===== src/rtl/spi_port_ctrl_if.sv =====
// Bus bundle between the SPI gate, the register ports and spi_port_ctrl.
//   sel/addr/rxd/rxe/txe : frame and strobe signals from the SPI gate
//   txd                  : transmit word back to the gate
//   port_di              : packed read data, port k at [16k+15:16k]
//   port_re/port_we      : one-hot read/write strobes
//   port_do              : write data common to all ports
//   err_cnt/xfer_cnt     : error and completed-frame counters
//   busy                 : a frame is being served
// master = gate/port side, slave = controller side.
interface spi_port_ctrl_if #(
  parameter int unsigned NPORTS = 4
);
  logic                   sel;
  logic [7:0]             addr;
  logic [15:0]            rxd;
  logic                   rxe;
  logic                   txe;
  logic [15:0]            txd;
  logic [16*NPORTS-1:0]   port_di;
  logic [NPORTS-1:0]      port_re;
  logic [NPORTS-1:0]      port_we;
  logic [15:0]            port_do;
  logic [7:0]             err_cnt;
  logic [15:0]            xfer_cnt;
  logic                   busy;

  modport master (
    output sel, addr, rxd, rxe, txe, port_di,
    input  txd, port_re, port_we, port_do, err_cnt, xfer_cnt, busy
  );

  modport slave (
    input  sel, addr, rxd, rxe, txe, port_di,
    output txd, port_re, port_we, port_do, err_cnt, xfer_cnt, busy
  );
endinterface


===== src/rtl/spi_port_ctrl.sv =====
// Frames SPI transactions on sel, routes burst words to NPORTS 16-bit
// register ports plus one status slot, and keeps error/transfer counters.
//   clk, rst : clock, asynchronous active-high reset
//   bus      : spi_port_ctrl_if.slave (gate strobes, port strobes, counters)
// port_re is combinational in the txe cycle so the port can return data
// at the same edge that loads txd; every other output is registered.
module spi_port_ctrl #(
  parameter int unsigned NPORTS = 4,
  parameter logic [7:0]  BASE   = 8'h00,
  parameter bit          AINC   = 1'b1
) (
  input logic           clk,
  input logic           rst,
  spi_port_ctrl_if.slave bus
);

  localparam int unsigned DW = 16;
  localparam int unsigned AW = 8;
  localparam int unsigned CW = 8;
  localparam int unsigned XW = 16;
  localparam logic [AW-1:0] STAT_SLOT = AW'(NPORTS);

  typedef enum logic [1:0] {
    ST_WAIT   = 2'd0,
    ST_IDLE   = 2'd1,
    ST_ACTIVE = 2'd2
  } state_t;

  state_t              state_q, state_d;
  logic                sel_q;
  logic [AW-1:0]       ptr_q, ptr_d;
  logic                rx_seen_q, rx_seen_d;
  logic [DW-1:0]       txd_q, txd_d;
  logic [NPORTS-1:0]   we_q, we_d;
  logic [NPORTS-1:0]   re_c;
  logic [DW-1:0]       do_q, do_d;
  logic [CW-1:0]       err_q, err_d;
  logic [XW-1:0]       xfer_q, xfer_d;
  logic                busy_q;

  logic                is_data, is_stat;
  logic [NPORTS-1:0]   slot_onehot;
  logic [DW-1:0]       rd_word;
  logic [1:0]          err_inc;
  logic                err_clr;
  logic [CW:0]         err_sum;

  // Slot decode of the current pointer
  assign is_data = (ptr_q < STAT_SLOT);
  assign is_stat = (ptr_q == STAT_SLOT);

  // One-hot slot select and read-data mux
  always_comb begin
    slot_onehot = '0;
    rd_word     = '0;
    for (int unsigned k = 0; k < NPORTS; k++) begin
      if (ptr_q == AW'(k)) begin
        slot_onehot[k] = 1'b1;
        rd_word        = bus.port_di[DW*k +: DW];
      end
    end
  end

  // State register
  always_ff @(posedge clk or posedge rst) begin
    if (rst) state_q <= ST_WAIT;
    else     state_q <= state_d;
  end

  // Next-state logic; WAIT drains a frame that was live at reset release
  always_comb begin
    state_d = state_q;
    case (state_q)
      ST_WAIT:   if (!sel_q)                state_d = ST_IDLE;
      ST_IDLE:   if (bus.sel && !sel_q)     state_d = ST_ACTIVE;
      ST_ACTIVE: if (!bus.sel)              state_d = ST_IDLE;
      default:                              state_d = ST_WAIT;
    endcase
  end

  // Output / datapath next values
  always_comb begin
    re_c      = '0;
    we_d      = '0;
    txd_d     = txd_q;
    do_d      = do_q;
    ptr_d     = ptr_q;
    rx_seen_d = rx_seen_q;
    xfer_d    = xfer_q;
    err_inc   = 2'd0;
    err_clr   = 1'b0;
    case (state_q)
      ST_IDLE: begin
        if (bus.sel && !sel_q) begin
          ptr_d     = bus.addr - BASE;
          rx_seen_d = 1'b0;
        end
      end
      ST_ACTIVE: begin
        // txe and rxe both act on the pre-increment pointer
        if (bus.txe) begin
          if (is_data) begin
            re_c  = slot_onehot;
            txd_d = rd_word;
          end else if (is_stat) begin
            txd_d = {err_q, xfer_q[7:0]};
          end else begin
            txd_d   = '1;
            err_inc = err_inc + 2'd1;
          end
        end
        if (bus.rxe) begin
          rx_seen_d = 1'b1;
          if (is_data) begin
            we_d = slot_onehot;
            do_d = bus.rxd;
          end else if (is_stat) begin
            err_clr = 1'b1;
          end else begin
            err_inc = err_inc + 2'd1;
          end
          // Status slot wraps to port 0; unmapped pointers run mod 256
          if (AINC) ptr_d = is_stat ? '0 : ptr_q + AW'(1);
        end
        // A word arriving with the closing edge still counts for the frame
        if (!bus.sel && (rx_seen_q || bus.rxe)) xfer_d = xfer_q + XW'(1);
      end
      default: ;
    endcase
    // Saturating error count; a status-slot write clear takes priority
    err_sum = {1'b0, err_q} + (CW+1)'(err_inc);
    if (err_clr)         err_d = '0;
    else if (err_sum[CW]) err_d = '1;
    else                 err_d = err_sum[CW-1:0];
  end

  // Registered datapath and outputs
  always_ff @(posedge clk or posedge rst) begin
    if (rst) begin
      sel_q     <= 1'b0;
      ptr_q     <= '0;
      rx_seen_q <= 1'b0;
      txd_q     <= '0;
      we_q      <= '0;
      do_q      <= '0;
      err_q     <= '0;
      xfer_q    <= '0;
      busy_q    <= 1'b0;
    end else begin
      sel_q     <= bus.sel;
      ptr_q     <= ptr_d;
      rx_seen_q <= rx_seen_d;
      txd_q     <= txd_d;
      we_q      <= we_d;
      do_q      <= do_d;
      err_q     <= err_d;
      xfer_q    <= xfer_d;
      busy_q    <= (state_d == ST_ACTIVE);
    end
  end

  assign bus.txd      = txd_q;
  assign bus.port_re  = re_c;
  assign bus.port_we  = we_q;
  assign bus.port_do  = do_q;
  assign bus.err_cnt  = err_q;
  assign bus.xfer_cnt = xfer_q;
  assign bus.busy     = busy_q;

endmodule

===== src/flat_wrapper.sv =====
// flat-port wrapper written by rule: the top's interface ports become plain ports
module spi_port_ctrl_flat 
#(
  parameter int unsigned NPORTS = 4,
  parameter logic [7:0]  BASE   = 8'h00,
  parameter bit          AINC   = 1'b1
)
  (clk, rst, bus_sel, bus_addr, bus_rxd, bus_rxe, bus_txe, bus_port_di, bus_txd, bus_port_re, bus_port_we, bus_port_do, bus_err_cnt, bus_xfer_cnt, bus_busy);
  spi_port_ctrl_if #(.NPORTS(NPORTS)) bus_i ();
  input logic clk;
  input logic rst;
  input wire logic [$bits(bus_i.sel)-1:0] bus_sel;
  input wire logic [$bits(bus_i.addr)-1:0] bus_addr;
  input wire logic [$bits(bus_i.rxd)-1:0] bus_rxd;
  input wire logic [$bits(bus_i.rxe)-1:0] bus_rxe;
  input wire logic [$bits(bus_i.txe)-1:0] bus_txe;
  input wire logic [$bits(bus_i.port_di)-1:0] bus_port_di;
  output wire logic [$bits(bus_i.txd)-1:0] bus_txd;
  output wire logic [$bits(bus_i.port_re)-1:0] bus_port_re;
  output wire logic [$bits(bus_i.port_we)-1:0] bus_port_we;
  output wire logic [$bits(bus_i.port_do)-1:0] bus_port_do;
  output wire logic [$bits(bus_i.err_cnt)-1:0] bus_err_cnt;
  output wire logic [$bits(bus_i.xfer_cnt)-1:0] bus_xfer_cnt;
  output wire logic [$bits(bus_i.busy)-1:0] bus_busy;
  assign bus_i.sel = bus_sel;
  assign bus_i.addr = bus_addr;
  assign bus_i.rxd = bus_rxd;
  assign bus_i.rxe = bus_rxe;
  assign bus_i.txe = bus_txe;
  assign bus_i.port_di = bus_port_di;
  assign bus_txd = bus_i.txd;
  assign bus_port_re = bus_i.port_re;
  assign bus_port_we = bus_i.port_we;
  assign bus_port_do = bus_i.port_do;
  assign bus_err_cnt = bus_i.err_cnt;
  assign bus_xfer_cnt = bus_i.xfer_cnt;
  assign bus_busy = bus_i.busy;
  spi_port_ctrl #(.NPORTS(NPORTS), .BASE(BASE), .AINC(AINC)) u_core (.clk(clk), .rst(rst), .bus(bus_i));
endmodule

===== config.mk =====
export PLATFORM = sky130hd
export DESIGN_NAME = spi_port_ctrl_flat
export DESIGN_NICKNAME = d
export VERILOG_FILES = /design/src/rtl/spi_port_ctrl_if.sv /design/src/rtl/spi_port_ctrl.sv /design/src/flat_wrapper.sv
export SDC_FILE = /design/constraint.sdc
export NUM_CORES = 1
export LEC_CHECK = 0
export CAP_MARGIN = 20
export CORE_MARGIN = 1
export CORE_UTILIZATION = 40
export DETAILED_ROUTE_END_ITERATION = 10
export PLACE_DENSITY = 0.85
export SYNTH_ARGS = -nofsm -noshare
export SYNTH_HDL_FRONTEND = slang
export SYNTH_SLANG_ARGS = --single-unit

===== constraint.sdc =====
create_clock -name clk -period 3.5 [get_ports clk]
set_input_delay 0.35 -clock clk [delete_from_list [all_inputs] [get_ports clk]]
set_output_delay 0.35 -clock clk [all_outputs]
set_load 0.02 [all_outputs]

final_congestion.png
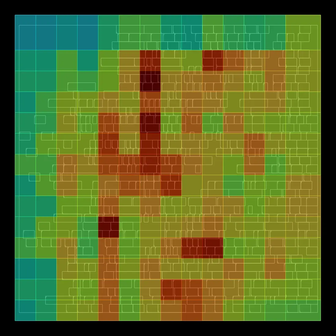
routed len/inst: 16.98 µm
global-route layer with the greatest usage: met2

zoom.png
The bar under the picture is 5 µm long. Region (41, 61) to (61, 81) µm. Cells in gray, sequential cells in the stronger gray; small squares are vias.
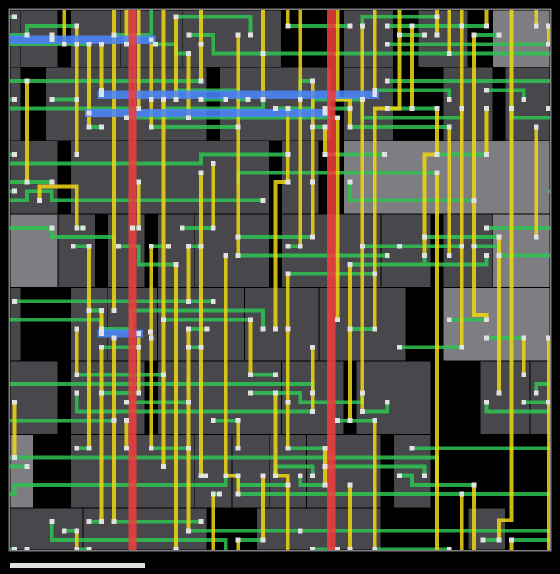
Blue is met3. Yellow is met2. Red is met4. Green is met1.
Netlist names of flops here include u_core.bus.err_cnt (1). Sequential cells in the window: 1. Most frequent: o21ai_0 (9). 46 logic cells have their middle in the window.

gate_families.png
The bar under the picture is 20 µm long.
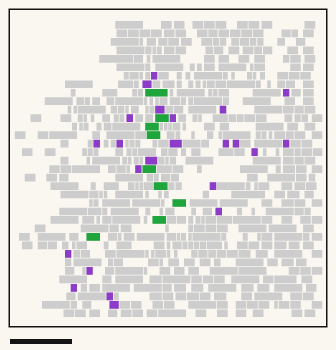
Purple is AND and OR gates, cells 23, most used and3_1. Green is adder and majority cells, cells 9, most used ha_1, where center.
number of standard cells in the final layout excluding fillers: 688
multi-input gate share of total cell area: 32.92%
most frequent logic cell in the layout: sky130_fd_sc_hd__clkdlybuf4s50_1

registers.png
The bar under the picture is 20 µm long. Other sequential cells in the stronger gray, the rest of the logic in the fainter gray.
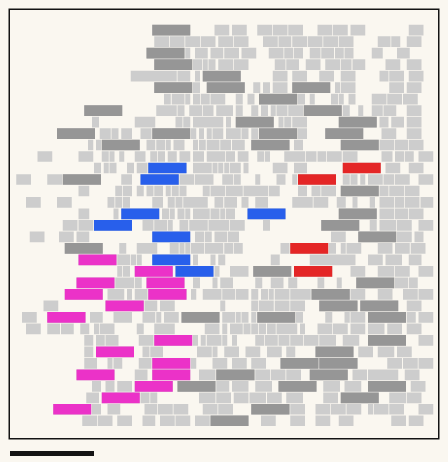
Red is u_core.bus.port_we, sequential cells 4. Magenta is u_core.bus.xfer_cnt, sequential cells 16, where lower left. Blue is u_core.ptr_q, sequential cells 8.
area taken by flip-flops and latches: 1827 µm²
utilization of the core after routing: 62.60%

metal_stack.png
The bar under the picture is 20 µm long.
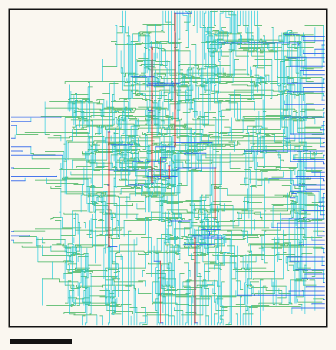
Blue is met3, wire length 719 µm. Red is met4, wire length 197 µm. Green is met1, wire length 4920 µm. Cyan is met2, wire length 5850 µm.

==> repair_timing <==
action | CTS | global route
buffers inserted | 0 | 1
setup endpoints to repair | 0 | 6
resized | 0 | 3
==> per-stage QoR <==
| stage | setup WS [ns] | hold slack (ns) | cell area, µm² | instances |
|---|---|---|---|---|
| 3_3_place_gp | 0.3448 | 0.4421 | 5663 | 672 |
| 5_1_grt | 0.02656 | 0.4592 | 5894 | 688 |
| 2_1_floorplan | 0.06321 | 0.3814 | 3946 | 398 |
| 4_1_cts | 0.1971 | 0.4270 | 5872 | 687 |
| 6_report | 0.2509 | 0.4096 | 5894 | 688 |
| 3_5_place_dp | 0.2142 | 0.4600 | 5663 | 672 |
==> final cells by class <==
class / instances / area, µm²
Tap cell: 129 / 161.4
Clock inverter: 5 / 81.33
Clock buffer: 10 / 127.6
Multi-Input combinational cell: 279 / 1941
Inverter: 24 / 90.09
Timing Repair Buffer: 168 / 1667
Sequential cell: 73 / 1827
Fill cell: 778 / 3521
==> logic make-up after synthesis <==
family          count (synthesis)  share of synthesized area, %
mux                            19                         5.358
flops                          73                         46.29
simple gates                  110                         15.57
xor+xnor                       19                         4.217
compound gates                122                         20.61
fa+ha+maj                       9                         3.044
buf+inv                        46                         4.914
==> state kept, by name (all words and copies together) (netlist names) <==
name,cells
u_core.bus.xfer_cnt,16
u_core.state_q,2
u_core.rx_seen_q,1
u_core.ptr_q,8
u_core.bus.port_do,16
u_core.bus.port_we,4
u_core.bus.busy,1
u_core.bus.err_cnt,8
u_core.bus.txd,16
u_core.sel_q,1
==> layer usage <==
metal | vias to the layer above | part of all wire (%) | wire length [µm]
met1 | 1814 | 42 | 4917
met5 | - | 0 | 0
met2 | 143 | 50 | 5847
met3 | 18 | 6.1 | 718
met4 | 0 | 1.7 | 197
li1 | 1755 | - | -
==> reports/results.txt <==
Result of the run = finished, final reports clean
Placer's final routability congestion estimate = 0.8572
Fraction of synthesis flops using an asynchronous set or reset pin = 100.0%
Combined global-route utilization of all metal layers = 23.07%
Clock Power = 0.000700 W
Layout-stage area growth over the synthesis result = 49.37%
Sequential group power = 0.00125 W
Lkg Pwr = 2.483 nW
Met2 layer usage reported by global route = 39.77%
Maximum fanout along the worst path = 7
Setup repair after global routing missed its margin = false
Clock network fraction of design power = 19.8%
CTS tree = yes
Remaining design rule violation count = 0
Global-route wire length before repair = 18330 µm
Fraction of power spent switching nets = 38.77%
Max_cap viols = 0
Met1 layer usage reported by global route = 29.61%
Series of cell instances along the critical path = inv_1 > ha_1 > nand4_1 > nand2_1 > nor2_1 > ha_1 > nand2_1 > a211oi_1 > ha_1 > inv_1 > fa_1 > and3b_1 > and3_1 > nand3_2 > a21oi_1
Core utilization before placement = 41.91%
Origin of the critical flop-to-flop path = u_core.ptr_q[0]
Core footprint = 9415 µm²
Total power = 0.003541 W
Vias post-DR = 3730
Grt total ovfl = 0
Crit Path Category = register to register
List of most frequent post-synthesis cells = sky130_fd_sc_hd__dfrtp_1, sky130_fd_sc_hd__o21ai_0, sky130_fd_sc_hd__nand2_1
Aggregate negative setup slack = 0 ns
Register share of total power = 35.3%
Final period util = 92.83%
Worst-case headroom to the max-slew limit = 40.66%
Cell type with the largest total area after synthesis = sky130_fd_sc_hd__dfrtp_1
Critical path endpoint = u_core.bus.err_cnt[5]
Critical-path cell with the highest stage delay = sky130_fd_sc_hd__dfrtp_1
Dpl hpwl = 8859 µm
Count of final hold-check violations = 0
Most frequently used cell type in the post-synthesis netlist = sky130_fd_sc_hd__dfrtp_1
Clock buffers created by TritonCTS = 9
Post-synth EDFFs = 0
Type of destination of the critical path = register
CP max stage delay = 0.45 ns
Number of port buffers = 157
Synth Warn # = 0
Total internal power = 0.002168 W
Net total in the final layout = 657
Switching Power = 0.001373 W
Peak VDD IR = 0.0002523 V
Final Max-Slew Violation Tally = 0
Comb power = 0.00159 W
Biggest area contributors in the synthesized netlist = sky130_fd_sc_hd__dfrtp_1, sky130_fd_sc_hd__o21ai_0, sky130_fd_sc_hd__mux2_2
Number of distinct library cell variants in the gate-level netlist after synthesis = 57
CP most frequent cell = sky130_fd_sc_hd__ha_1
Via count normalized by instance count = 5.422
PwrDens = 600.7 nW/µm²
No activity file was given, so power comes from the tool's default toggle rates.
